[config.mk]
export PLATFORM = sky130hd
export DESIGN_NAME = mmio_master
export DESIGN_NICKNAME = d
export VERILOG_FILES = /design/src/rtl/mmio_pkg.sv /design/src/rtl/mmio_dev_select.sv /design/src/rtl/mmio_master.sv
export SDC_FILE = /design/constraint.sdc
export NUM_CORES = 1
export LEC_CHECK = 0
export CELL_PAD_IN_SITES_DETAIL_PLACEMENT = 1
export CELL_PAD_IN_SITES_GLOBAL_PLACEMENT = 1
export CORE_MARGIN = 3
export CORE_UTILIZATION = 29
export DETAILED_ROUTE_END_ITERATION = 16
export PLACE_DENSITY = 0.95
export SYNTH_ARGS = -nofsm -noshare
export SYNTH_HDL_FRONTEND = slang
export SYNTH_SLANG_ARGS = --single-unit
export TNS_END_PERCENT = 1
[constraint.sdc]
create_clock -name sys_clk -period 4.2 [get_ports sys_clk]
set_input_delay 0.42 -clock sys_clk [delete_from_list [all_inputs] [get_ports sys_clk]]
set_output_delay 0.42 -clock sys_clk [all_outputs]
set_load 0.02 [all_outputs]
[src/rtl/mmio_pkg.sv]
// Shared types and constants for the MMIO bus initiator.
package mmio_pkg;

  typedef enum logic [1:0] {
    ST_IDLE   = 2'd0,
    ST_ACCESS = 2'd1,
    ST_RESP   = 2'd2
  } mmio_state_e;

  localparam int unsigned MMIO_DATA_W    = 32;
  localparam logic [15:0] MMIO_REGION_HI = 16'hFFFF;
  localparam int unsigned MMIO_MAX_DEV   = 64;

  // True when no more than one bit of vec is set (zero-hot or one-hot).
  function automatic logic at_most_one_hot(input logic [MMIO_MAX_DEV-1:0] vec);
    return (vec & (vec - 64'd1)) == '0;
  endfunction

endpackage

[src/rtl/mmio_dev_select.sv]
// Combinational peripheral selection: hit detection, hit index and read-data mux.
module mmio_dev_select
  import mmio_pkg::*;
#(
  parameter int unsigned N_DEV = 4,
  parameter int unsigned IDX_W = 2
) (
  input  logic [N_DEV-1:0]             dev_work,
  input  logic [MMIO_DATA_W*N_DEV-1:0] dev_read_data,
  input  logic [IDX_W-1:0]             sel,
  output logic                         hit_any,
  output logic                         hit_multi,
  output logic [IDX_W-1:0]             hit_idx,
  output logic [MMIO_DATA_W-1:0]       sel_rdata
);

  assign hit_any   = |dev_work;
  assign hit_multi = !at_most_one_hot(MMIO_MAX_DEV'(dev_work));

  // Lowest-numbered asserting slot; only meaningful when exactly one hits.
  always_comb begin
    logic found;
    found   = 1'b0;
    hit_idx = '0;
    for (int unsigned i = 0; i < N_DEV; i++) begin
      if (dev_work[i] && !found) begin
        hit_idx = IDX_W'(i);
        found   = 1'b1;
      end
    end
  end

  // Read data of the currently selected slot.
  always_comb begin
    sel_rdata = '0;
    for (int unsigned i = 0; i < N_DEV; i++) begin
      if (IDX_W'(i) == sel) sel_rdata = dev_read_data[MMIO_DATA_W*i +: MMIO_DATA_W];
    end
  end

endmodule

[src/rtl/mmio_master.sv]
// CPU-side MMIO bus initiator: one outstanding load/store, error on
// unmapped, overlapping or hung peripherals.
module mmio_master
  import mmio_pkg::*;
#(
  parameter int unsigned N_DEV   = 4,
  parameter int unsigned TIMEOUT = 16
) (
  input  logic                         sys_clk,
  input  logic                         rst_n,
  input  logic                         req_valid,
  output logic                         req_ready,
  input  logic                         req_write,
  input  logic [31:0]                  req_addr,
  input  logic [31:0]                  req_wdata,
  output logic                         resp_valid,
  output logic                         resp_err,
  output logic [31:0]                  resp_rdata,
  output logic                         mmio_read,
  output logic                         mmio_write,
  output logic [31:0]                  mmio_addr,
  output logic [31:0]                  mmio_write_data,
  input  logic [N_DEV-1:0]             dev_work,
  input  logic [N_DEV-1:0]             dev_done,
  input  logic [MMIO_DATA_W*N_DEV-1:0] dev_read_data
);

  localparam int unsigned IDX_W = (N_DEV > 1) ? $clog2(N_DEV) : 1;
  localparam int unsigned CNT_W = $clog2(TIMEOUT);

  mmio_state_e             state;
  logic [CNT_W-1:0]        cnt;
  logic [IDX_W-1:0]        sel;
  logic                    hit_any;
  logic                    hit_multi;
  logic [IDX_W-1:0]        hit_idx;
  logic [MMIO_DATA_W-1:0]  sel_rdata;
  logic                    sel_done;

  mmio_dev_select #(
    .N_DEV (N_DEV),
    .IDX_W (IDX_W)
  ) u_sel (
    .dev_work      (dev_work),
    .dev_read_data (dev_read_data),
    .sel           (sel),
    .hit_any       (hit_any),
    .hit_multi     (hit_multi),
    .hit_idx       (hit_idx),
    .sel_rdata     (sel_rdata)
  );

  assign sel_done = dev_done[sel];

  // Request/access/response FSM; every output is a flop so the bus and the
  // pipeline never see combinational paths through this block.
  always_ff @(posedge sys_clk or negedge rst_n) begin
    if (!rst_n) begin
      state           <= ST_IDLE;
      req_ready       <= 1'b1;
      resp_valid      <= 1'b0;
      resp_err        <= 1'b0;
      resp_rdata      <= '0;
      mmio_read       <= 1'b0;
      mmio_write      <= 1'b0;
      mmio_addr       <= '0;
      mmio_write_data <= '0;
      cnt             <= '0;
      sel             <= '0;
    end else begin
      resp_valid <= 1'b0;
      case (state)
        ST_IDLE: begin
          if (req_valid) begin
            mmio_addr       <= req_addr;
            mmio_write_data <= req_wdata;
            mmio_write      <= req_write;
            mmio_read       <= !req_write;
            cnt             <= '0;
            req_ready       <= 1'b0;
            state           <= ST_ACCESS;
          end
        end
        ST_ACCESS: begin
          if (cnt == '0) begin
            if (!hit_any || hit_multi) begin
              mmio_read  <= 1'b0;
              mmio_write <= 1'b0;
              resp_err   <= 1'b1;
              resp_rdata <= '0;
              resp_valid <= 1'b1;
              state      <= ST_RESP;
            end else begin
              sel <= hit_idx;
              cnt <= cnt + 1'b1;
            end
          end else if (sel_done) begin
            // Strobes fall on the same edge that samples done, so the
            // peripheral cannot see a second access.
            mmio_read  <= 1'b0;
            mmio_write <= 1'b0;
            resp_err   <= 1'b0;
            resp_rdata <= mmio_read ? sel_rdata : '0;
            resp_valid <= 1'b1;
            state      <= ST_RESP;
          end else if (cnt == CNT_W'(TIMEOUT - 1)) begin
            mmio_read  <= 1'b0;
            mmio_write <= 1'b0;
            resp_err   <= 1'b1;
            resp_rdata <= '0;
            resp_valid <= 1'b1;
            state      <= ST_RESP;
          end else begin
            cnt <= cnt + 1'b1;
          end
        end
        ST_RESP: begin
          req_ready <= 1'b1;
          state     <= ST_IDLE;
        end
        default: begin
          mmio_read  <= 1'b0;
          mmio_write <= 1'b0;
          req_ready  <= 1'b1;
          state      <= ST_IDLE;
        end
      endcase
    end
  end

endmodule

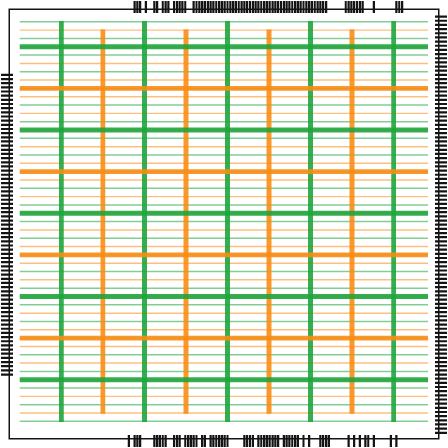
**Above:** floorplan with the power grid.
Pins as bars on the die edge.
[green] VSS
[orange] VDD
signal pins: 305
met5 straps: 9

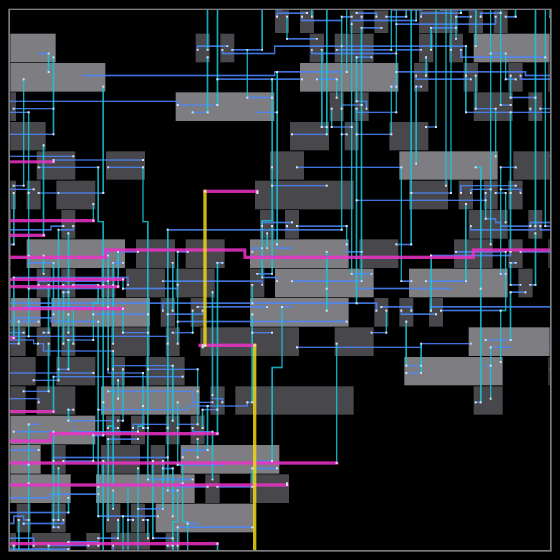
**Above:** a small window of the routed layout.
Region (10, 80) to (60, 130) µm. Cells in grey, sequential cells in the stronger grey; small squares are vias.
[blue] met1
[cyan] met2
[yellow] met4
[magenta] met3
sequential cells in the window: 19
cells with their middle in the window: 107
most frequent: nand2_1 (55), clkdlybuf4s50_1 (28), dfrtp_1 (19)
netlist names of flops here include: `mmio_addr` (14), `mmio_write_data` (5)

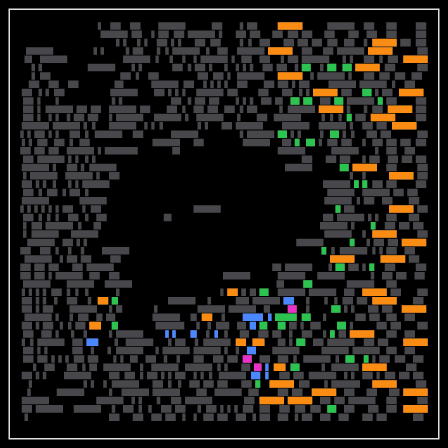
**Above:** gate-type map.
[orange] multiplexers | cells: 40 | most used: mux4_2
[green] inverting AOI/OAI gates | cells: 39 | most used: o21ai_2 | where: a vertical strip on the right
[blue] NOR gates | cells: 13 | most used: nor2_1 | where: bottom centre
[magenta] AND-OR and OR-AND gates | cells: 3

==> out/results.txt <==
status = complete, no violations
DP Area = 0.00844 mm²
OpenROAD warning count = 27
routed wl met3 = 1550 µm
Slew HR = 0.236
fin util = 0.502
detailed-router iteration count before antenna repair = 4
Peak Freq = 0.386 GHz
Synth logic family = simple AND/OR/NAND/NOR gates
AO/OA Area Share = 0.0604
Worst Tran Pin Value = 1.15 ns
largest registers = mmio_addr (32), mmio_write_data (32), resp_rdata (32)
largest net degree at the start of global routing = 46
Total Wirelength = 19800 µm
final setup TNS = 0 ns
Clock Tree Buf Depth = 2
die footprint = 0.0196 mm²
number of setup buffers added after CTS = 0
share of layout cells above drive strength 1 = 0.110
met3 usage = 0.0550
first-pass GRT wire length = 30900 µm
Die H = 140 µm
Flops after synth = 109
synth warn = 0
Finished Layout Cells = 1036
htree depth = 3
Leakage = 3.80 nW
synth-to-layout area growth = 68.3%
Storage cell area = 0.00273 mm²
clock-pin slew on the worst setup and hold paths = 0.08 ns
leading post-synthesis cells by cell area = dfrtp_1 52%, nand2_1 17%, mux4_2 14%
Fin. Hold Viols = 0
Yosys Chip Area = 0.00520 mm²
Antenna Diode Count = 0
GRT overflow = 0
WL/cell = 19.2 µm
post-CTS sizing = 0
met1 Usage GRT = 0.227
top_reg_cell synth = dfrtp_1
vias post-DR = 4906
Post-Synth XOR/XNOR Area = 0.00337
Distinct cells, synth = 39
power per cell area = 621 mW/mm²
total track usage = 0.201
Floorplan Nets = 719
RSZ-0062 raised after global routing = no
crit path DAT = 2.87 ns
number of nets with antenna violations after routing = 0
Cells after Synth = 513
layer with the highest usage = met2
Top Layout Cells = 303 x clkdlybuf4s50_1, 230 x nand2_1, 107 x dfrtp_1
Synth Seq Share = 0.525
area leader, netlist = dfrtp_1
# Cells Yosys = 513
core region area = 0.0174 mm²
Mapped Area = 0.00520 mm²
final setup fails = 0
clock skew = 0.00952 ns
VDD IR max = 0.000350 V
Tot Pwr = 0.00543 W
period utilisation layout = 0.618
top cells by count, synth = 230 x nand2_1, 108 x dfrtp_1, 37 x inv_1, 33 x mux4_2, 20 x o21ai_2
Critical Path Fanout Max = 34
startpoint types = flop
Hold Path Class = input pin to async pin
vias in the first global route = 5521
via density per instance = 4.74
most frequent logic cell in the layout = clkdlybuf4s50_1
detailed placement HPWL = 15600 µm
critical path type = flop to flop
Sink Count = 109
CP required = 4.48 ns
DRC = 0
layout make-up:
| class | instances | share of cell area |
|---|---|---|
| Multi-Input combinational cell | 337 | 0.250 |
| Inverter | 37 | 0.0159 |
| Clock buffer | 9 | 0.0257 |
| Clock inverter | 7 | 0.00915 |
| Sequential cell | 109 | 0.312 |
| Timing Repair Buffer | 312 | 0.354 |
| Tap cell | 225 | 0.0322 |
path summary, 6_finish.rpt:
kind / start / to / slack (ns) / cells past startpoint
max in group asynchronous: rst_n / resp_rdata[28]$_DFFE_PN0P_ / 3.23 / 2
worst max-delay path: sel[1]$_DFFE_PN0P_ / resp_rdata[27]$_DFFE_PN0P_ / 1.61 / 5
worst min-delay path: rst_n / mmio_write_data[2]$_DFFE_PN0P_ / 0.06 / 1
worst min register to register: mmio_addr[9]$_DFFE_PN0P_ / mmio_addr[9]$_DFFE_PN0P_ / 0.48 / 2
worst max register to register: sel[1]$_DFFE_PN0P_ / resp_rdata[27]$_DFFE_PN0P_ / 1.61 / 5
min in group sys_clk: mmio_addr[9]$_DFFE_PN0P_ / mmio_addr[9]$_DFFE_PN0P_ / 0.48 / 2
metrics by stage:
step / hold WS, ns / setup WS [ns]
5_1_grt: 0.108 / 1.44
4_1_cts: 0.0771 / 1.60
3_5_place_dp: 0.463 / 1.56
6_report: 0.0582 / 1.61
2_1_floorplan: 0.124 / 2.41
3_3_place_gp: 0.457 / 1.71
worst max-delay path, cell delays in order (launching register included):
cell	delay, ns
dfrtp_1	0.35
buf_4	0.41
mux4_2	0.40
and4_1	0.99
nand2_1	0.18
o21ai_1	0.15
power breakdown:
part | leakage, nW | switching (W) | internal, W
Combinational | 2.25 | 0.00150 | 0.00132
Sequential | 1.40 | 0.000262 | 0.00147
Clock | 0.143 | 0.000417 | 0.000471
Power and IR drop assume default switching activity.
